Run 1, clock distribution:
The bar under the picture is 20 microns long.
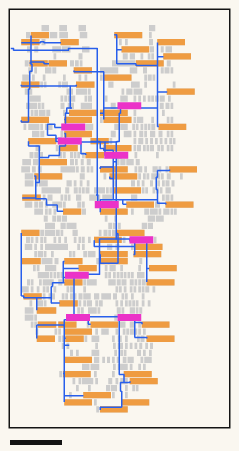
Run 1, clock routing:
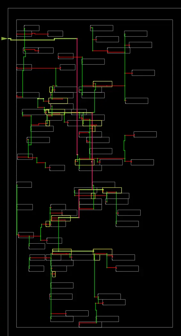
Run 1, a small window of the routed layout:
Window x 48 to 78, y 25 to 55 microns. Cells in grey, sequential cells in the stronger grey; small squares are vias.
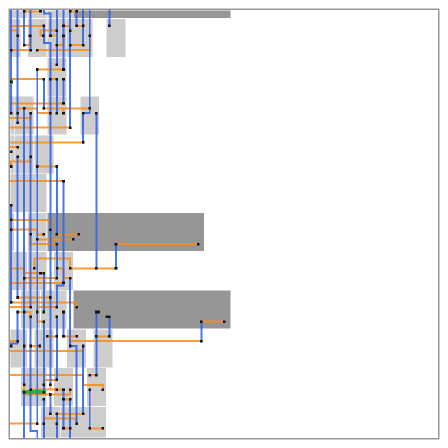
<file path="src/rtl/clock_setter.sv">
// clock_setter: time-entry controller for the seconds digit counters.
//
// Captures the current seconds digits, lets the user edit the high digit
// and then the low digit with a mode and an increment push-button, and
// finally issues a one-cycle load strobe with the edited values. Counting
// is gated off while an edit is in progress. An edit with no button
// activity for p_timeout_sec seconds ticks is abandoned without a load.
//
// Optional feature macro: CLOCK_SETTER_DEC_EN
//   When defined, adds i_btn_dec, a decrement button conditioned the same
//   way as the other buttons. Inc and dec in the same cycle cancel.
//
// Ports:
//   i_clk          system clock
//   i_reset        synchronous reset, active-low
//   i_btn_mode     raw mode button (active-high, asynchronous)
//   i_btn_inc      raw increment button (active-high, asynchronous)
//   i_btn_dec      raw decrement button (only with CLOCK_SETTER_DEC_EN)
//   i_second_imp   one-cycle seconds tick, used for the edit timeout
//   i_val_lsec     current low seconds digit (0..9)
//   i_val_hsec     current high seconds digit (0..5)
//   o_set          one-cycle load strobe to the counters
//   o_init_lsec    low-digit load value, valid while o_set=1
//   o_init_hsec    high-digit load value, valid while o_set=1
//   o_run_enable   1 = counters may count, 0 while editing/committing
//   o_edit_digit   00 none, 01 editing low digit, 10 editing high digit
module clock_setter #(
  parameter int p_debounce_cnt = 500000,
  parameter int p_timeout_sec  = 10
) (
  input  logic       i_clk,
  input  logic       i_reset,
  input  logic       i_btn_mode,
  input  logic       i_btn_inc,
`ifdef CLOCK_SETTER_DEC_EN
  input  logic       i_btn_dec,
`endif
  input  logic       i_second_imp,
  input  logic [3:0] i_val_lsec,
  input  logic [2:0] i_val_hsec,
  output logic       o_set,
  output logic [3:0] o_init_lsec,
  output logic [2:0] o_init_hsec,
  output logic       o_run_enable,
  output logic [1:0] o_edit_digit
);

`ifdef CLOCK_SETTER_DEC_EN
  localparam int NB = 3;
`else
  localparam int NB = 2;
`endif

  localparam int DB_W = (p_debounce_cnt > 1) ? $clog2(p_debounce_cnt) : 1;
  localparam logic [DB_W-1:0] DB_LAST = DB_W'(p_debounce_cnt - 1);
  localparam int TO_W = (p_timeout_sec > 1) ? $clog2(p_timeout_sec) : 1;
  localparam logic [TO_W-1:0] TO_LAST = TO_W'(p_timeout_sec - 1);

  typedef enum logic [1:0] {RUN, EDIT_H, EDIT_L, COMMIT} state_t;

  // Digit arithmetic with wrap-around inside the legal digit range.
  function automatic logic [2:0] hsec_step(input logic [2:0] v, input logic up);
    if (up) return (v >= 3'd5) ? 3'd0 : v + 3'd1;
    else    return (v == 3'd0) ? 3'd5 : v - 3'd1;
  endfunction

  function automatic logic [3:0] lsec_step(input logic [3:0] v, input logic up);
    if (up) return (v >= 4'd9) ? 4'd0 : v + 4'd1;
    else    return (v == 4'd0) ? 4'd9 : v - 4'd1;
  endfunction

  // Captured digits outside their legal range are replaced by 0.
  function automatic logic [2:0] hsec_clean(input logic [2:0] v);
    return (v > 3'd5) ? 3'd0 : v;
  endfunction

  function automatic logic [3:0] lsec_clean(input logic [3:0] v);
    return (v > 4'd9) ? 4'd0 : v;
  endfunction

  logic [NB-1:0]   raw;
  logic [NB-1:0]   sync_p0;
  logic [NB-1:0]   sync_p1;
  logic [NB-1:0]   level_p2;
  logic [NB-1:0]   level_p3;
  logic [NB-1:0]   press;
  logic [DB_W-1:0] db_cnt [NB];

`ifdef CLOCK_SETTER_DEC_EN
  assign raw = {i_btn_dec, i_btn_inc, i_btn_mode};
`else
  assign raw = {i_btn_inc, i_btn_mode};
`endif

  // Stage p0/p1: two-flop synchroniser. Stage p2: debounced (accepted)
  // level, updated only after the synchronised level has disagreed with it
  // for p_debounce_cnt consecutive cycles. Stage p3: previous accepted
  // level, used for rising-edge detection.
  always_ff @(posedge i_clk) begin
    if (!i_reset) begin
      sync_p0  <= '0;
      sync_p1  <= '0;
      level_p2 <= '0;
      level_p3 <= '0;
      for (int b = 0; b < NB; b++) db_cnt[b] <= '0;
    end else begin
      sync_p0  <= raw;
      sync_p1  <= sync_p0;
      level_p3 <= level_p2;
      for (int b = 0; b < NB; b++) begin
        if (sync_p1[b] == level_p2[b]) begin
          db_cnt[b] <= '0;
        end else if (db_cnt[b] == DB_LAST) begin
          level_p2[b] <= sync_p1[b];
          db_cnt[b]   <= '0;
        end else begin
          db_cnt[b] <= db_cnt[b] + DB_W'(1);
        end
      end
    end
  end

  // One-cycle press pulse on a 0->1 change of the accepted level.
  assign press = level_p2 & ~level_p3;

  logic mode_ev;
  logic step_ev;
  logic step_do;
  logic step_up;

  assign mode_ev = press[0];
`ifdef CLOCK_SETTER_DEC_EN
  // Inc and dec together still count as activity but move nothing.
  assign step_ev = press[1] | press[2];
  assign step_do = press[1] ^ press[2];
  assign step_up = press[1];
`else
  assign step_ev = press[1];
  assign step_do = press[1];
  assign step_up = 1'b1;
`endif

  state_t          state;
  logic [TO_W-1:0] to_cnt;
  logic [2:0]      edit_h;
  logic [3:0]      edit_l;

  // Edit FSM; all outputs are registered and follow the next state.
  always_ff @(posedge i_clk) begin
    if (!i_reset) begin
      state        <= RUN;
      to_cnt       <= '0;
      o_set        <= 1'b0;
      o_init_lsec  <= '0;
      o_init_hsec  <= '0;
      o_run_enable <= 1'b1;
      o_edit_digit <= 2'b00;
    end else begin
      o_set <= 1'b0;
      case (state)
        RUN: begin
          o_run_enable <= 1'b1;
          o_edit_digit <= 2'b00;
          if (mode_ev) begin
            edit_h       <= hsec_clean(i_val_hsec);
            edit_l       <= lsec_clean(i_val_lsec);
            to_cnt       <= '0;
            state        <= EDIT_H;
            o_run_enable <= 1'b0;
            o_edit_digit <= 2'b10;
          end
        end
        EDIT_H, EDIT_L: begin
          if (mode_ev) begin
            to_cnt <= '0;
            if (state == EDIT_H) begin
              state        <= EDIT_L;
              o_edit_digit <= 2'b01;
            end else begin
              state        <= COMMIT;
              o_set        <= 1'b1;
              o_init_hsec  <= edit_h;
              o_init_lsec  <= edit_l;
              o_edit_digit <= 2'b00;
            end
          end else if (step_ev) begin
            // A press beats a coincident timeout tick.
            to_cnt <= '0;
            if (step_do) begin
              if (state == EDIT_H) edit_h <= hsec_step(edit_h, step_up);
              else                 edit_l <= lsec_step(edit_l, step_up);
            end
          end else if (i_second_imp) begin
            if (to_cnt == TO_LAST) begin
              to_cnt       <= '0;
              state        <= RUN;
              o_run_enable <= 1'b1;
              o_edit_digit <= 2'b00;
            end else begin
              to_cnt <= to_cnt + TO_W'(1);
            end
          end
        end
        COMMIT: begin
          state        <= RUN;
          o_run_enable <= 1'b1;
          o_edit_digit <= 2'b00;
        end
        default: begin
          state        <= RUN;
          o_run_enable <= 1'b1;
          o_edit_digit <= 2'b00;
        end
      endcase
    end
  end

endmodule

</file>
<file path="config.mk">
export PLATFORM = sky130hd
export DESIGN_NAME = clock_setter
export DESIGN_NICKNAME = d
export VERILOG_FILES = /design/src/rtl/clock_setter.sv
export SDC_FILE = /design/constraint.sdc
export NUM_CORES = 1
export LEC_CHECK = 0
export ABC_AREA = 1
export CAP_MARGIN = 10
export CORE_ASPECT_RATIO = 2
export CORE_MARGIN = 4
export CORE_UTILIZATION = 34
export DETAILED_ROUTE_END_ITERATION = 8
export GPL_TIMING_DRIVEN = 0
export PLACE_DENSITY = 0.59
export SLEW_MARGIN = 20
export SYNTH_ARGS = -nofsm -noshare
export SYNTH_HDL_FRONTEND = slang
export SYNTH_SLANG_ARGS = --single-unit
</file>
<file path="constraint.sdc">
create_clock -name i_clk -period 1.8 [get_ports i_clk]
set_clock_uncertainty 0.05 [all_clocks]
set_input_delay 0.36 -clock i_clk [delete_from_list [all_inputs] [get_ports i_clk]]
set_output_delay 0.36 -clock i_clk [all_outputs]
set_load 0.05 [all_outputs]
</file>
==> flow_metrics.env, run 1 <==
# yosys + openroad results
export IMPL_status="complete, no violations"
export IMPL_hold_viol=0
export IMPL_wirelength_microns=8788
export IMPL_path_class="flip-flop to flip-flop"
export IMPL_use_met2=0.2579
export IMPL_dominant_cells="logic gates"
export IMPL_cp_startpoint="db_cnt[1][0]$_SDFFCE_PN0P_"
export IMPL_ys_sh_xor=0.04422
export IMPL_r2r_start="db_cnt[1][0]$_SDFFCE_PN0P_"
export IMPL_numCtsBuffers=9
export IMPL_top_cell="nand2_1"
export IMPL_largest_register_ffs=38
export IMPL_die_y_microns=160.7
export IMPL_critical_path_cell_chain="ha_1, nand3_2, nor2_2, nand3_2, nand2_4, buf_6, nor2_1"
export IMPL_share_comb_of_total_power=0.214
export IMPL_largest_register="db_cnt"
export IMPL_seq_share=0.3767
export IMPL_finalSetupViolCount=0
export IMPL_die_w_microns=84.33
export IMPL_ys_cells=498
export IMPL_rsz0062_at_grt="false"
export IMPL_slowest_delay_ns=0.35
export IMPL_pg_comb_w=0.000957
export IMPL_wl_met1_microns=3311
export IMPL_yosysTopAreaCellShare=0.3411
export IMPL_r2r_slack_ns=0.09
export IMPL_mux_share=0
export IMPL_fin_hold_ws_ns=0.3574
export IMPL_pin_count=23
export IMPL_dp_hpwl_microns=6640
export IMPL_first_pass_iters=4
export IMPL_drtIter0Drc=220
export IMPL_logic_family="simple AND/OR/NAND/NOR gates"
export IMPL_ys_sh_simple=0.3083
export IMPL_p_leak_nw=1.981
export IMPL_highest_layer="met4"
export IMPL_finalNetCount=604
export IMPL_grt_max_degree=12
export IMPL_hold_end="sync_p1[0]$_SDFF_PN0_"
export IMPL_critPathLaunchType="flip-flop"
export IMPL_worstPathArrival_ns=1.74
export IMPL_adder_share=0.04422
export IMPL_pre_cts_ws_ns=-0.2462
export IMPL_drive_gt1_frac=0.1184
export IMPL_p_clk_frac=0.348
export IMPL_sw_frac_of_total=0.3002
export IMPL_required_ns=1.83
export IMPL_io_buffers=22
export IMPL_netlist_area_sq_um=3961
export IMPL_stdcell_area_sq_um=4922
export IMPL_avgSynthCellArea_sq_um=7.954
export IMPL_p_sw_w=0.001340
export IMPL_edf_count=45
export IMPL_routedWlPerCell_microns=12.12
export IMPL_use_met1=0.1324
export IMPL_busiest_layer="met2"
export IMPL_critPathMostFrequentCell="nand3_2"
export IMPL_fin_crit_ns=1.713
export IMPL_instances_no_fill=725
export IMPL_drc=0
export IMPL_top_cells_by_count="nand2_1 (115), nor2_1 (88), inv_1 (54), edfxtp_1 (45), nand3_1 (30)"
export IMPL_place_inst=699
export IMPL_cap_violations=0
export IMPL_overflow=0
export IMPL_yosysChipArea_sq_um=3961
export IMPL_grt_util_all_layers=0.1362
export IMPL_top_power_group="registers"
export IMPL_met3_usage=0.02464
export IMPL_n_tap_cell=142
export IMPL_path_clk_slew_ns=0.05
export IMPL_grt_pass1_vias=3423
export IMPL_tns_ns=0
export IMPL_p_int_w=0.003123
export IMPL_endpoint="db_cnt[1][14]$_SDFFCE_PN0P_"
export IMPL_ys_seq_frac=0.4675
export IMPL_nonClkBufAreaFrac=0.06736
export IMPL_period_used=0.9515
export IMPL_min_path_cells=2
export IMPL_antenna_cells=0
export IMPL_drt_vias_per_instance=4.721
export IMPL_synthCells=498
Back to the opening pictures, 'clock distribution':
[flip-flops] orange | count: 70
[clock wires] blue | length: 966 microns
[clock-net drivers] magenta | count: 9
routed clock nets: 10

Back to the opening pictures, 'clock routing':
flop count: 70
clock buffers: 11
P_clk: 0.00155 W
clk_lat worst skew: 0.32 ns
clk sink count: 70

Back to the opening pictures, 'a small window of the routed layout':
[M3] green
[M2] blue
[M1] orange
cells with their middle in the window: 27
sequential cells in the window: 2
netlist names of flops here include: db_cnt (2)
most frequent: nand2_1 (8), nor2_1 (8), conb_1 (3)

Run 1, sequential cells grouped by signal name:
The bar under the picture is 20 microns long. Other sequential cells in the stronger grey, the rest of the logic in the fainter grey.
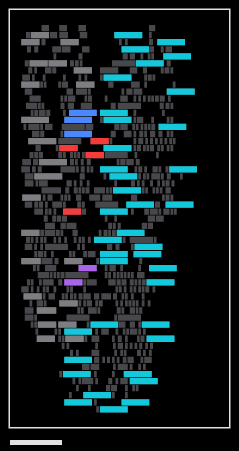

==> run 2, diff against run 1 <==
CORE_UTILIZATION = 40   (was 34)
PLACE_DENSITY = 0.66   (was 0.59)
SLEW_MARGIN = unset   (was 20)
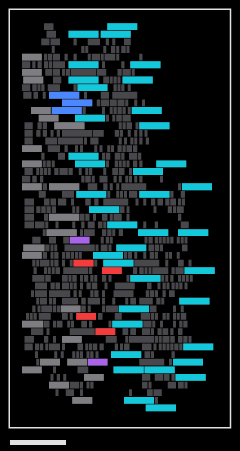
Run 2: sequential cells grouped by signal name
The bar under the picture is 20 microns long. Other sequential cells in the stronger grey, the rest of the logic in the fainter grey.
[to_cnt] red | sequential cells: 4
[edit_h] blue | sequential cells: 3
[level_p2] purple | sequential cells: 2
[db_cnt] cyan | sequential cells: 38
not coloured: 23

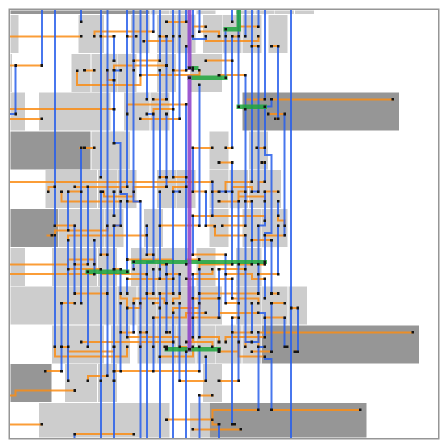
Run 2: a small window of the routed layout
Window x 44 to 74, y 22 to 52 microns. Cells in grey, sequential cells in the stronger grey; small squares are vias.
[M1] orange
[M3] green
[M2] blue
[M4] purple
netlist names of flops here include: db_cnt (4)
sequential cells in the window: 4
most frequent: nand2_1 (16), nor2_1 (13), inv_1 (5)
cells with their middle in the window: 64

==> flow_metrics.env, run 2 <==
# yosys + openroad results
export IMPL_stdcell_area_sq_um=4974
export IMPL_fin_crit_ns=1.749
export IMPL_use_met1=0.1547
export IMPL_flop_cell="edfxtp_1"
export IMPL_seq_share=0.3728
export IMPL_path_class="flip-flop to flip-flop"
export IMPL_top_power_group="registers"
export IMPL_critPathLaunchType="flip-flop"
export IMPL_logic_family="simple AND/OR/NAND/NOR gates"
export IMPL_wirelength_microns=9007
export IMPL_drt_vias_per_instance=4.803
export IMPL_overflow=0
export IMPL_dp_hpwl_microns=6799
export IMPL_share_comb_of_total_power=0.197
export IMPL_slowest_delay_ns=0.33
export IMPL_place_inst=689
export IMPL_edf_count=45
export IMPL_io_buffers=22
export IMPL_p_clk_frac=0.400
export IMPL_nonClkBufAreaFrac=0.06918
export IMPL_netlist_area_sq_um=3961
export IMPL_instances_no_fill=714
export IMPL_grt_util_all_layers=0.1661
export IMPL_ys_sh_xor=0.04422
export IMPL_inv_count=56
export IMPL_required_ns=1.76
export IMPL_finalSetupViolCount=0
export IMPL_mux_share=0
export IMPL_highest_layer="met4"
export IMPL_pg_comb_w=0.000954
export IMPL_met3_usage=0.03446
export IMPL_n_tap_cell=132
export IMPL_busiest_layer="met2"
export IMPL_tns_ns=0
export IMPL_sw_frac_of_total=0.2908
export IMPL_endpoint="edit_h[2]$_DFFE_PP_"
export IMPL_p_sw_w=0.001411
export IMPL_ys_cells=498
export IMPL_seq_cells=70
export IMPL_critical_path_cell_chain="inv_1, ha_1, buf_6, nand2_4, nand2_2, nor3_4"
export IMPL_crit_slowest_cell="dfxtp_2"
export IMPL_r2r_slack_ns=0.05
export IMPL_finalNetCount=603
export IMPL_cp_startpoint="state[0]$_SDFFE_PN0P_"
export IMPL_use_met2=0.3226
export IMPL_power_clock_w=0.00194
export IMPL_top_cells_by_count="nand2_1 (115), nor2_1 (88), inv_1 (54), edfxtp_1 (45), nand3_1 (30)"
export IMPL_largest_register="db_cnt"
export IMPL_path_clk_slew_ns=0.06
export IMPL_ys_sh_simple=0.3083
export IMPL_grt_max_degree=13
export IMPL_first_pass_iters=5
export IMPL_p_per_area_nw_per_um2=975.2
export IMPL_drive_gt1_frac=0.1203
export IMPL_die_y_microns=148.7
export IMPL_avgSynthCellArea_sq_um=7.954
export IMPL_seq_area_sq_um=1854
export IMPL_ys_seq_frac=0.4675
export IMPL_p_leak_nw=2.025
export IMPL_hold_viol=0
export IMPL_r2r_start="state[0]$_SDFFE_PN0P_"
export IMPL_die_w_microns=78.37
export IMPL_pre_cts_ws_ns=-0.4170
export IMPL_n_clock_buffer=10
export IMPL_largest_register_ffs=38
export IMPL_pin_count=23
export IMPL_p_int_w=0.003440
export IMPL_slew_violations=0
export IMPL_drc=0
export IMPL_adder_share=0.04422
export IMPL_routedWlPerCell_microns=12.61
export IMPL_fin_hold_ws_ns=0.3637
export IMPL_drtIter0Drc=150
export IMPL_grt_pass1_vias=3469
export IMPL_top_cell="nand2_1"
export IMPL_antenna_cells=0
export IMPL_dominant_cells="logic gates"
export IMPL_synthCells=498
export IMPL_status="complete, no violations"
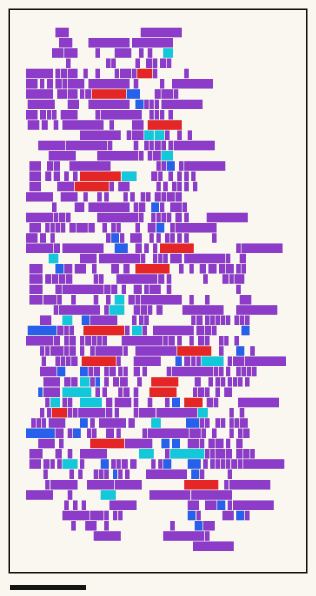
Run 2: cell sizes after repair
The bar under the picture is 20 microns long.
[x3 and x4] cyan | cells: 21 | share: 3.6%
[x2] blue | cells: 33 | share: 5.7%
[x6 and larger] red | cells: 16 | share: 2.7%
[x1 and smaller] purple | cells: 512 | share: 88%

Run 2, clock distribution:
The bar under the picture is 20 microns long.
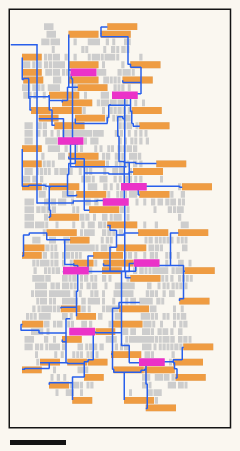

==> run 3, diff against run 2 <==
--- a/config.mk
+++ b/config.mk
@@ -9,9 +9,10 @@
 export CAP_MARGIN = 10
 export CORE_ASPECT_RATIO = 2
-export CORE_MARGIN = 4
+export CORE_MARGIN = 2
 export CORE_UTILIZATION = 40
 export DETAILED_ROUTE_END_ITERATION = 8
 export GPL_TIMING_DRIVEN = 0
 export PLACE_DENSITY = 0.66
+export SKIP_LAST_GASP = 1
 export SYNTH_ARGS = -nofsm -noshare
 export SYNTH_HDL_FRONTEND = slang
--- a/constraint.sdc
+++ b/constraint.sdc
@@ -3,3 +3,3 @@
 set_input_delay 0.36 -clock i_clk [delete_from_list [all_inputs] [get_ports i_clk]]
 set_output_delay 0.36 -clock i_clk [all_outputs]
-set_load 0.05 [all_outputs]
+set_load 0.1 [all_outputs]
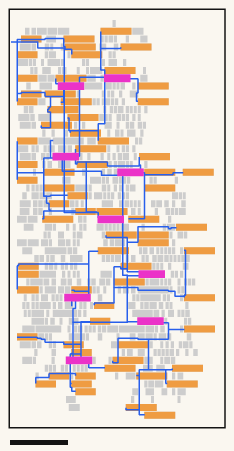
Run 3: clock distribution
The bar under the picture is 20 microns long.
[clock wires] blue | length: 1,020 microns
[flip-flops] orange | count: 70
[clock-net drivers] magenta | count: 9
routed clock nets: 10

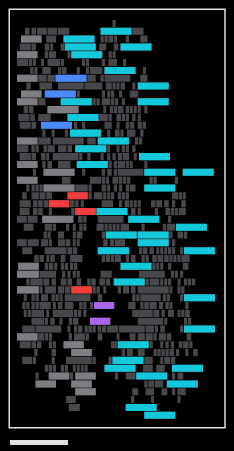
Run 3: sequential cells grouped by signal name
The bar under the picture is 20 microns long. Other sequential cells in the stronger grey, the rest of the logic in the fainter grey.
[to_cnt] red | sequential cells: 4
[db_cnt] cyan | sequential cells: 38
[level_p2] purple | sequential cells: 2
[edit_h] blue | sequential cells: 3

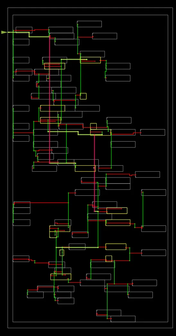
Run 3: clock routing
CTS buffer count: 9
P_clk: 0.00192 W

==> flow_metrics.env, run 3 <==
# yosys + openroad results
export IMPL_status="complete, no violations"
export IMPL_p_per_area_nw_per_um2=975.0
export IMPL_crit_path_end_kind="flip-flop"
export IMPL_pg_comb_w=0.00104
export IMPL_fin_util=0.5205
export IMPL_grt_util_all_layers=0.1854
export IMPL_top_cell="nand2_1"
export IMPL_seq_cells=70
export IMPL_drive_gt1_frac=0.1436
export IMPL_tns_ns=0
export IMPL_grt_pass1_vias=3512
export IMPL_critical_path_cell_chain="inv_1, ha_4, buf_6, nand2_2, inv_2, nor4_4, buf_4"
export IMPL_overflow=0
export IMPL_cts_resized=46
export IMPL_instances_no_fill=717
export IMPL_worstMarginPinSlew_ns=0.5656
export IMPL_slew_violations=0
export IMPL_p_leak_nw=1.969
export IMPL_fin_crit_ns=1.708
export IMPL_hp_start="sync_p0[0]$_SDFF_PN0_"
export IMPL_dominant_cells="logic gates"
export IMPL_layout_top_cell="nand2_1"
export IMPL_worstPathArrival_ns=1.71
export IMPL_use_met2=0.3507
export IMPL_place_inst=689
export IMPL_placedInstanceArea_sq_um=4501
export IMPL_rsz0062_at_grt="true"
export IMPL_cts_buffer_depth=2
export IMPL_inv_count=56
export IMPL_ys_cells=498
export IMPL_pre_cts_ws_ns=-0.4377
export IMPL_path_clk_slew_ns=0.06
export IMPL_area_leaders="edfxtp_1 (34%), dfxtp_1 (13%), nand2_1 (11%), nor2_1 (8.3%), inv_1 (5.1%)"
export IMPL_ys_sh_simple=0.3083
export IMPL_synthCells=498
export IMPL_period_used=0.9490
export IMPL_flop_cell="edfxtp_1"
export IMPL_clkCellAreaFrac=0.06369
export IMPL_clock_sinks=70
export IMPL_seq_share=0.3673
export IMPL_chipArea_sq_um=10760
export IMPL_dp_hpwl_microns=6874
export IMPL_grt_first_pass_wirelength_microns=15200
export IMPL_n_tap_cell=132
export IMPL_adder_share=0.04422
export IMPL_finalSetupViolCount=0
export IMPL_top_power_group="registers"
export IMPL_p_clk_frac=0.389
export IMPL_r2r_start="state[0]$_SDFFE_PN0P_"
export IMPL_tool_warnings=35
export IMPL_yosysTopAreaCellShare=0.3411
export IMPL_ys_seq_frac=0.4675
export IMPL_seq_power_w=0.00196
export IMPL_die_w_microns=74.37
export IMPL_worst_path_max_fanout=8
export IMPL_netlist_area_sq_um=3961
export IMPL_yosys_warnings=0
export IMPL_clock_latency_ns=0.33
export IMPL_use_met1=0.1758
export IMPL_drt_vias_per_instance=4.791
export IMPL_r2r_end="edit_l[1]$_DFFE_PP_"
export IMPL_stdcell_area_sq_um=5049
export IMPL_cts_max_level=3
export IMPL_async_flop_share=0
export IMPL_largest_register_ffs=38
export IMPL_cts_root_buffer="clkbuf_16"
export IMPL_grt_max_degree=14
export IMPL_antenna_found_initial=0
export IMPL_critPathLaunchType="flip-flop"
export IMPL_busiest_layer="met2"
export IMPL_syn2layout_area_growth_pct=27.45
export IMPL_drtIter0Drc=149
export IMPL_ys_sh_xor=0.04422
export IMPL_ctsHoldBuffers=0
export IMPL_wirelength_microns=9199
export IMPL_seq_power_share=0.399
export IMPL_logic_area_sq_um=2100
export IMPL_sw_frac_of_total=0.3013
export IMPL_crit_slowest_cell="dfxtp_2"
export IMPL_finalNetCount=606
export IMPL_signal_buffers=40
export IMPL_setup_ws_ns=0.09176
export IMPL_p_sw_w=0.001483
export IMPL_seq_area_sq_um=1854
export IMPL_die_y_microns=144.7
export IMPL_edf_count=45
export IMPL_comb_multi_input_count=403
export IMPL_met3_usage=0.03255
export IMPL_io_buffers=22
export IMPL_cap_violations=0
export IMPL_hold_end="sync_p1[0]$_SDFF_PN0_"
export IMPL_slew_headroom=0.6247
export IMPL_p_int_w=0.003439
export IMPL_routedWlPerCell_microns=12.83
export IMPL_cp_startpoint="state[0]$_SDFFE_PN0P_"
export IMPL_fin_hold_ws_ns=0.3717
export IMPL_drc=0
export IMPL_logic_family="simple AND/OR/NAND/NOR gates"
export IMPL_antenna_cells=0
export IMPL_nonClkBufAreaFrac=0.07807
export IMPL_cts_tree="built"
export IMPL_top_cells_by_count="nand2_1 (115), nor2_1 (88), inv_1 (54), edfxtp_1 (45), nand3_1 (30)"
export IMPL_routed_wl_met3_microns=217
export IMPL_crit_family="buffers and inverters"
export IMPL_max_vdd_ir_drop_mv=0.9006
export IMPL_n_fill_cell=941
export IMPL_pin_count=23
export IMPL_clock_fmax_mhz=585.4
export IMPL_comb_cell_share=0.4159
export IMPL_post_cts_setup_buffer_count=3
export IMPL_routabilityCongestion=0.7901
export IMPL_slowest_delay_ns=0.33
export IMPL_mux_share=0
export IMPL_required_ns=1.80
export IMPL_share_comb_of_total_power=0.212
export IMPL_wl_met1_microns=3274
export IMPL_cp_num_buf_inv=4
export IMPL_first_pass_iters=4
export IMPL_fp_util=0.4084
export IMPL_largest_register="db_cnt"
export IMPL_highest_layer="met4"
export IMPL_hold_path_class="flip-flop to flip-flop"
export IMPL_hold_viol=0
export IMPL_endpoint="edit_l[1]$_DFFE_PP_"
export IMPL_r2r_slack_ns=0.09
export IMPL_path_class="flip-flop to flip-flop"
export IMPL_n_clock_buffer=9
export IMPL_avgSynthCellArea_sq_um=7.954
Power figures rest on the tool's default switching activity, not on a simulated workload.
